[src/rtl/alu_arbiter.sv]
// Round-robin arbiter sharing one Y86-64 ALU between execute and address calc.
// Owns the one-entry response buffer and the architectural condition codes.
module alu_arbiter #(
  parameter int WIDTH = 64,
  parameter int FUN_W = 2
) (
  input  logic             clk,
  input  logic             rst_n,
  input  logic             req0_valid,
  output logic             req0_ready,
  input  logic [FUN_W-1:0] req0_fun,
  input  logic [WIDTH-1:0] req0_a,
  input  logic [WIDTH-1:0] req0_b,
  input  logic             req0_set_cc,
  input  logic             req1_valid,
  output logic             req1_ready,
  input  logic [FUN_W-1:0] req1_fun,
  input  logic [WIDTH-1:0] req1_a,
  input  logic [WIDTH-1:0] req1_b,
  input  logic             req1_set_cc,
  output logic [FUN_W-1:0] alu_fun,
  output logic [WIDTH-1:0] alu_a,
  output logic [WIDTH-1:0] alu_b,
  input  logic [WIDTH-1:0] alu_valE,
  input  logic             alu_zf,
  input  logic             alu_sf,
  input  logic             alu_of,
  output logic             resp_valid,
  input  logic             resp_ready,
  output logic             resp_id,
  output logic [WIDTH-1:0] resp_valE,
  output logic             cc_zf,
  output logic             cc_sf,
  output logic             cc_of
);

  typedef enum logic {
    IDLE,
    HOLD
  } state_t;

  state_t state;
  logic   last_grant;
  logic   grant_any;
  logic   grant_sel;
  logic   can_accept;
  logic   accept;
  logic   sel_cc;

  // With no request, grant_sel parks on last_grant so the ALU drive is stable.
  always_comb begin
    grant_any = req0_valid | req1_valid;
    grant_sel = last_grant;
    unique case ({req1_valid, req0_valid})
      2'b01:   grant_sel = 1'b0;
      2'b10:   grant_sel = 1'b1;
      2'b11:   grant_sel = ~last_grant;
      default: grant_sel = last_grant;
    endcase
  end

  assign can_accept = rst_n & ((state == IDLE) | resp_ready);
  assign accept     = can_accept & grant_any;
  assign req0_ready = accept & ~grant_sel;
  assign req1_ready = accept & grant_sel;

  assign alu_fun = grant_sel ? req1_fun : req0_fun;
  assign alu_a   = grant_sel ? req1_a : req0_a;
  assign alu_b   = grant_sel ? req1_b : req0_b;
  assign sel_cc  = grant_sel ? req1_set_cc : req0_set_cc;

  assign resp_valid = (state == HOLD);

  always_ff @(posedge clk) begin
    if (!rst_n) begin
      state      <= IDLE;
      last_grant <= 1'b1;
      resp_id    <= 1'b0;
      resp_valE  <= '0;
      cc_zf      <= 1'b1;
      cc_sf      <= 1'b0;
      cc_of      <= 1'b0;
    end else if (accept) begin
      state      <= HOLD;
      last_grant <= grant_sel;
      resp_id    <= grant_sel;
      resp_valE  <= alu_valE;
      if (sel_cc) begin
        cc_zf <= alu_zf;
        cc_sf <= alu_sf;
        cc_of <= alu_of;
      end
    end else if (state == HOLD && resp_ready) begin
      state <= IDLE;
    end
  end

endmodule

[config.mk]
export PLATFORM = sky130hd
export DESIGN_NAME = alu_arbiter
export DESIGN_NICKNAME = d
export VERILOG_FILES = /design/src/rtl/alu_arbiter.sv
export SDC_FILE = /design/constraint.sdc
export NUM_CORES = 1
export LEC_CHECK = 0
export CELL_PAD_IN_SITES_DETAIL_PLACEMENT = 2
export CELL_PAD_IN_SITES_GLOBAL_PLACEMENT = 2
export CORE_MARGIN = 2
export CORE_UTILIZATION = 10
export CTS_CLUSTER_DIAMETER = 60
export DETAILED_ROUTE_END_ITERATION = 16
export HOLD_SLACK_MARGIN = 0.15
export PLACE_DENSITY_LB_ADDON = 0.08
export SYNTH_ARGS = -nofsm -noshare
export SYNTH_HDL_FRONTEND = slang
export SYNTH_SLANG_ARGS = --single-unit
[constraint.sdc]
create_clock -name clk -period 2.9 [get_ports clk]
set_input_delay 0.87 -clock clk [delete_from_list [all_inputs] [get_ports clk]]
set_output_delay 0.87 -clock clk [all_outputs]
set_load 0.02 [all_outputs]
==> run_1/clock_wires.png <==
The bar under the picture is 50 µm long.
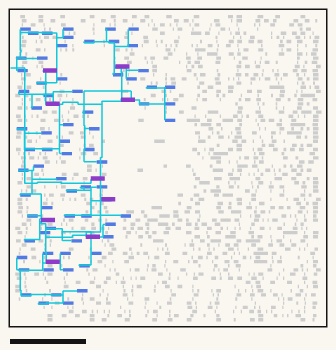
Key: purple = clock-net drivers [count 9]; blue = flip-flops [count 70]; cyan = clock wires [length 1350 µm]
There are 10 routed clock nets.

==> run_1/placed.png <==
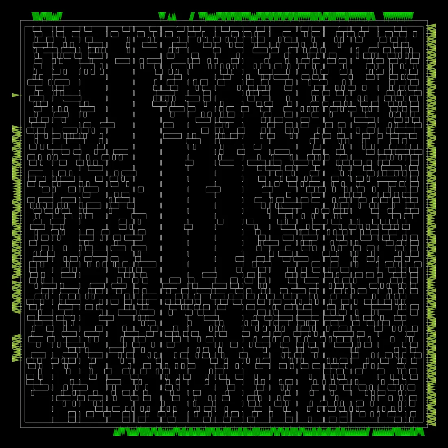
post-route non-filler standard cell count: 1833
fin util: 0.279
core area: 0.0407 mm²
Fillers: 4769
number of sequential cells: 70

==> results_slide.txt, run 1 <==
Implementation Results

Final timing
  – Final setup fails: 4
  – Max Freq: 343 MHz
  – Min Hold Slack: 451 ps
  – Worst-Margin Slew: 828 ps
  – Setup_tns: -46.9 ps
  – Final min period: 2920 ps
  – RSZ-0062 raised after global routing: true
  – Fin worst setup slack: -18.0 ps
  – Max-slew violations: 0
  – Final Hold Viols: 0
  – Worst rel slew slack: 0.448

Detailed routing
  – DR WL/cell: 21.4 µm
  – Total Routed Length: 39200 µm
  – Met1 wire length: 14100 µm
  – DRC: 0
  – Met3 Wirelength: 3790 µm
  – Max layer used: met5
  – Metal2 WL: 20500 µm
  – DR vias: 6947

Cells and area
  – Logic area: 0.00283 mm²
  – Fin nets: 1618
  – Storage element area: 0.00140 mm²
  – Final instance area: 0.0114 mm²

Critical path
  – Critical Path AT: 2050 ps
  – Crit path buffers/inverters: 4
  – Reg2reg path depth: 7
  – Cells along the critical path: buf_6 > or2_4 > and2_4 > buf_12 > buf_12 > nand2_1 > nand2_2 > buf_12
  – WP depth: 8
  – CP Capture Type: output port
  – CP delay by family, top: simple AND/OR/NAND/NOR gates
  – CP Class: input port to output port
  – CP most frequent cell: buf_12

Floorplanning
  – Die width: 207 µm
  – Die Span Y: 207 µm
  – # rows: 74
  – I/O pin cnt: 535

Place
  – DP HPWL: 31000 µm
  – Worst slack, placed: -806 ps
  – IO Port Bufs: 534
  – Placed inst area: 0.0101 mm²
  – Placer congestion estimate: 0.835

Yosys
  – Synth Area per Inst: 5.64 µm²
  – Synthesized Nets: 1064
  – Yosys Instances: 730
  – Syn Std Cell Area: 0.00412 mm²
  – Synth Seq Share: 0.340
  – Yosys synthesis chip area: 0.00412 mm²

Hold path
  – Hold path depth: 2
  – Worst hold path class: flop to flop

Clock tree
  – CTS tree: built
  – CTS H-tree depth: 3
  – CTS Buffer Depth: 2
  – Clk_lat worst skew: 340 ps
  – Root buf cell: clkbuf_16

Global route
  – Number of global-route vias before repair: 7179
  – Met1 usage: 0.173
  – Largest net degree at the start of global routing: 71
  – Gr usage total: 0.170
  – Met3 usage: 0.0732
  – Total gr overflow: 0
  – M2 GR Usage: 0.307

Run
  – Tool warning count: 28
  – MaxCap Viol Count: 0

Power and ir drop
  – Pwr Total: 4.57 mW
  – Leak Pwr: 5.35 nW
  – Max rail drop VDD: 0.268 mV
  – Power Density: 402 mW/mm²

Outcome
  – Failing checks: setup timing
  – Status: finished with violations
==> run_1/m3.png <==
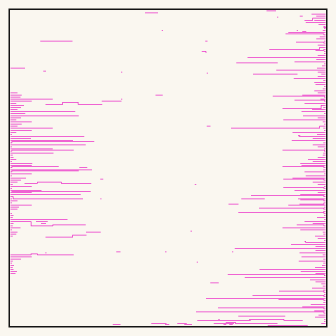
The wires run mostly horizontal. The layer carries 3790 µm of wire. 256 nets have wire on it.

-- run 1: flip-flops by register name (all words and copies together), names as in the netlist --
name,flops
last_grant,1
resp_valid,1
cc_zf,1
resp_id,1
resp_valE,64
cc_of,1
cc_sf,1
-- run 1: cell type report --
class,instances,share of cell area
clock inverter,4,0.00220
antenna,14,0.00309
inverter,3,0.000992
timing repair buffer,593,0.542
multi-input combinational,607,0.249
tap,532,0.0586
sequential,70,0.123
clock buffer,10,0.0210
-- run 1: cell usage after synthesis --
cell type / instances / share of area
a21bo_1: 1 / 0.0024
a21boi_0: 2 / 0.0036
a21o_1: 1 / 0.0018
and2_1: 1 / 0.0015
and3b_1: 1 / 0.0021
buf_1: 4 / 0.0036
buf_2: 23 / 0.028
buf_6: 9 / 0.025
clkbuf_1: 15 / 0.014
dfxtp_1: 70 / 0.34
inv_1: 3 / 0.0027
mux2_4: 1 / 0.0036
mux2i_1: 2 / 0.0049
nand2_1: 525 / 0.48
nand2b_1: 2 / 0.0030
nand3_1: 66 / 0.080
nand3b_1: 1 / 0.0018
nor2_1: 2 / 0.0018
or2_4: 1 / 0.0021
-- run 1: placed cells by master (no fill, tap or decap) --
cell type / n
nand2b_1: 2
or2_4: 1
buf_6: 79
clkdlybuf4s50_1: 399
clkbuf_8: 1
nand2_8: 2
nand2_1: 431
mux2i_1: 2
nand2_4: 25
nand2_2: 68
clkbuf_4: 1
diode_2: 14
a21boi_0: 2
buf_12: 22
clkinv_2: 2
buf_4: 40
nor2_4: 1
mux2_4: 1
and3b_2: 1
a21bo_1: 1
dfxtp_1: 70
inv_2: 1
buf_2: 38
nand3_1: 66
clkbuf_16: 11
inv_1: 2
clkinvlp_4: 2
buf_8: 4
and2_4: 1
a21o_1: 1
nor2_1: 1
buf_16: 8
nand3b_1: 1
-- run 1: cells by family after synthesis --
family                 count (synthesis)  share of synthesized area
buffers and inverters                 54                     0.0726
AND/OR/NAND/NOR                      599                      0.571
multiplexers                           3                    0.00850
flip-flops                            70                      0.340
AND-OR/OR-AND                          4                    0.00790
-- run 1: power by group through the flow --
stage	Sequential, mW	Clock, mW	Combinational [mW]
global placement	1.11	0	2.16
global route	1.10	1.13	2.63
detailed placement	1.11	0	2.16
finish	1.09	1.03	2.45
CTS	1.09	1.09	2.34
floorplan	1.21	0	0.743
-- run 1: final timing paths --
| kind | startpoint | to | slack [ps] |
|---|---|---|---|
| worst max-delay path | req1_valid | alu_b[12] | -20 |
| worst min register to register | resp_valE[49] | resp_valE[49] | 450 |
| worst min-delay path | resp_valE[49] | resp_valE[49] | 450 |
| worst max register to register | resp_valid | resp_valE[29] | 1210 |
-- run 1: worst register-to-register path: cells and delay by family (launching register included) --
| family | cells | cell delay [ps] |
|---|---|---|
| and+or+nand+nor | 4 | 450 |
| DFF | 1 | 330 |
| buffers and inverters | 3 | 860 |
-- run 1: what timing repair did --
| action | CTS | global route |
|---|---|---|
| hold buffers | 0 | 0 |
| resized | 589 | 166 |
| gates cloned | 9 | 3 |
| pin swaps | 40 | 30 |
| setup buffers | 14 | 14 |
| endpoints found under the setup margin | 132 | 95 |
==> run 2, diff against run 1 <==
CORE_MARGIN = 1.5   (was 2)
CTS_CLUSTER_SIZE = 10   (was unset)
SLEW_MARGIN = 20   (was unset)
==> run_2/placed.png <==
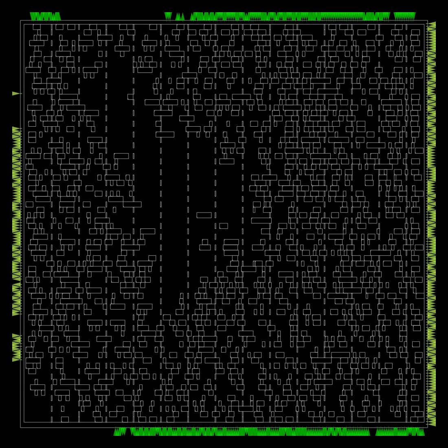
Tap Count: 532
post-route non-filler standard cell count: 1848

==> run_2/m3.png <==
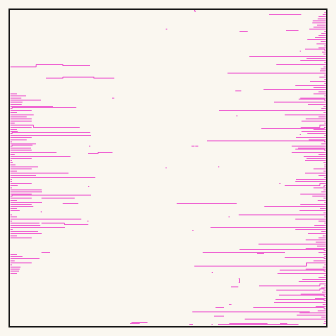
Total Routed Length: 40500 µm
DR vias: 7048

==> run 2 against run 1 <==
Effect of this change:
- via count is 1.5% higher
- clock skew hardly changed
- highest routed layer unchanged
- largest power group unchanged
- register-to-register slack worse by 180 ps
- wire length is 3.4% higher
- the flow still finishes with violations (setup timing)
- power is 5.2% higher
- critical endpoint is now alu_b[47]
- cell count is 0.82% higher
- critical path depth is 2 higher
==> results_slide.txt, run 2 <==
Implementation Results

Outcome
  – Status: finished with violations (unchanged)
  – Failing checks: setup timing (unchanged)

Run
  – Tool warning count: 28 (unchanged)
  – MaxCap Viol Count: 0 (unchanged)

Floorplanning
  – I/O pin cnt: 535 (unchanged)
  – Die width: 206 µm (was 207 µm)
  – Core area: 0.0407 mm² (unchanged)
  – Die Span Y: 206 µm (was 207 µm)

Hold path
  – Min-delay src: resp_valE[14] (was resp_valE[49])
  – Worst hold path class: flop to flop (unchanged)
  – Hold Path Sink: resp_valE[14] (was resp_valE[49])
  – Hold path depth: 2 (unchanged)

Critical path
  – Worst reg2reg path startpoint: resp_valid (unchanged)
  – R2r setup slk: 1030 ps (was 1210 ps)
  – CP Class: input port to output port (unchanged)
  – Critical Path AT: 2140 ps (was 2050 ps)
  – CP Capture Type: output port (unchanged)
  – Reg2reg path depth: 6 (was 7)

Final timing
  – Final Hold Viols: 0 (unchanged)
  – Final setup fails: 53 (was 4)
  – Setup_tns: -2840 ps (was -46.9 ps)
  – Fin worst setup slack: -107 ps (was -18.0 ps)
  – Worst rel slew slack: 0.505 (was 0.448)
  – Max-slew violations: 0 (unchanged)
  – RSZ-0062 raised after global routing: true (unchanged)
  – Min Hold Slack: 453 ps (was 451 ps)
  – Final min period: 3010 ps (was 2920 ps)
  – Max Freq: 333 MHz (was 343 MHz)
  – Worst-Margin Slew: 743 ps (was 828 ps)

Power and ir drop
  – Power Density: 406 mW/mm² (was 402 mW/mm²)
  – Leak Pwr: 5.55 nW (was 5.35 nW)
  – Max rail drop VDD: 0.230 mV (was 0.268 mV)

Clock tree
  – CTS Buffer Depth: 2 (unchanged)
  – CTS tree: built (unchanged)
  – CTS H-tree depth: 3 (unchanged)
  – Clk_lat worst skew: 330 ps (was 340 ps)
  – Hold-fix buffers at CTS: 0 (unchanged)

Place
  – DP HPWL: 31200 µm (was 31000 µm)
  – Placed inst area: 0.0101 mm² (about the same)
  – Placer congestion estimate: 0.795 (was 0.835)
  – IO Port Bufs: 534 (unchanged)

Cells and area
  – Fin nets: 1630 (was 1618)
  – Top Layout Cells: 419 x nand2_1, 398 x clkdlybuf4s50_1, 110 x buf_6, 74 x nand2_2, 70 x dfxtp_1 (was 431 x nand2_1, 399 x clkdlybuf4s50_1, 79 x buf_6, 70 x dfxtp_1, 68 x nand2_2)
  – Top cell excl fill/tap: nand2_1 (unchanged)
  – Logic area: 0.00288 mm² (was 0.00283 mm²)
  – Largest Register: resp_valE (unchanged)
  – Final instance area: 0.0118 mm² (was 0.0114 mm²)
  – Fillers: 4798 (was 4769)
  – Storage element area: 0.00140 mm² (unchanged)

Yosys
  – Post-synth top area cell: nand2_1 (unchanged)
  – Synth area leaders: nand2_1 48%, dfxtp_1 34%, nand3_1 8.0%, buf_2 2.8%, buf_6 2.5% (unchanged)
  – Syn Std Cell Area: 0.00412 mm² (unchanged)
  – Synth Seq Share: 0.340 (unchanged)
  – Synthesized Nets: 1064 (unchanged)
  – Post-synth ARST share: 0 (unchanged)
  – Area leader share: 0.478 (unchanged)
  – Most frequent cell after synthesis: nand2_1 (unchanged)
  – Most used flip-flop cell: dfxtp_1 (unchanged)
  – Synth top cells by count: 525 x nand2_1, 70 x dfxtp_1, 66 x nand3_1, 23 x buf_2, 15 x clkbuf_1 (unchanged)
  – Yosys synthesis chip area: 0.00412 mm² (unchanged)
  – Synth Area per Inst: 5.64 µm² (unchanged)

Detailed routing
  – DRC: 0 (unchanged)
  – DR WL/cell: 21.9 µm (was 21.4 µm)
  – Met1 wire length: 14700 µm (was 14100 µm)
  – Met3 Wirelength: 3740 µm (was 3790 µm)

Global route
  – Largest net degree at the start of global routing: 65 (was 71)
  – Total gr overflow: 0 (unchanged)
  – Number of global-route vias before repair: 7368 (was 7179)
==> run_2/pinout.png <==
Pins as bars across the die edge, other pins in grey.
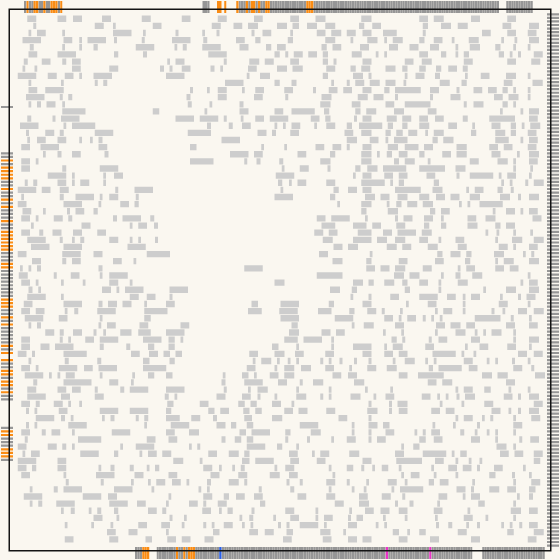
Key: blue = cc_zf [pins 1, direction output, edge south]; magenta = alu_fun [pins 2, direction output, edge south]; orange = resp_valE [pins 64, direction output, edge 35 west, 21 north, 8 south]

==> run 2: kinds of logic after synthesis <==
kind of cell	after synthesis	share of synthesized area
flip-flops	70	0.340
multiplexers	3	0.00850
AND/OR/NAND/NOR	599	0.571
buffers and inverters	54	0.0726
AND-OR/OR-AND	4	0.00790
==> run 2: metrics by stage <==
step           utilization  setup WS (ps)  instances
2_1_floorplan            -            162        730
3_3_place_gp         0.249           -917       1771
3_5_place_dp         0.249           -928       1771
4_1_cts              0.268           -249       1823
5_1_grt              0.291           -151       1847
6_report             0.291           -107       1848
==> run 2: final cells by class <==
class                           instances  share of cell area
Multi-Input combinational cell        606               0.244
Antenna cell                           15             0.00317
Clock buffer                           10              0.0193
Clock inverter                          6             0.00528
Tap cell                              532              0.0562
Sequential cell                        70               0.118
Timing Repair Buffer                  606               0.553
Inverter                                3            0.000951
==> run 2: layer usage <==
metal	vias to the layer above	GRT usage
met5	-	0
met4	8	0.0634
met3	41	0.0654
met2	283	0.315
met1	3333	0.187
li1	3383	-
==> run 2: critical path, stage by stage <==
cell       delay (ps)
buf_6              90
or2_4             220
and2_4            160
buf_6             120
buf_6             110
buf_12            140
clkbuf_16         170
nand2_4            60
nand2_2            50
buf_6             130
==> run 2: worst max-delay path by stage <==
stage,start,end,slack (ps),cells past startpoint
global placement,req1_valid,req0_ready,-920,6
CTS,req1_valid,req0_ready,-250,8
floorplan,req1_valid,req0_ready,160,5
detailed placement,req1_valid,req0_ready,-930,6
global route,req1_valid,alu_b[47],-150,10
finish,req1_valid,alu_b[47],-110,10
==> run 2: where the power goes <==
group,internal (mW),switching (mW)
clock,0.663,0.441
sequential,1.05,0.0449
combinational,1.37,1.24
total,3.08,1.72
==> run 2: repair_timing <==
action,4_1_cts,5_1_grt
gates cloned,10,12
gates resized,606,235
setup buffers,27,6
pin swaps,22,51
setup endpoints to repair,132,131
No activity file was given, so power comes from the tool's default toggle rates.
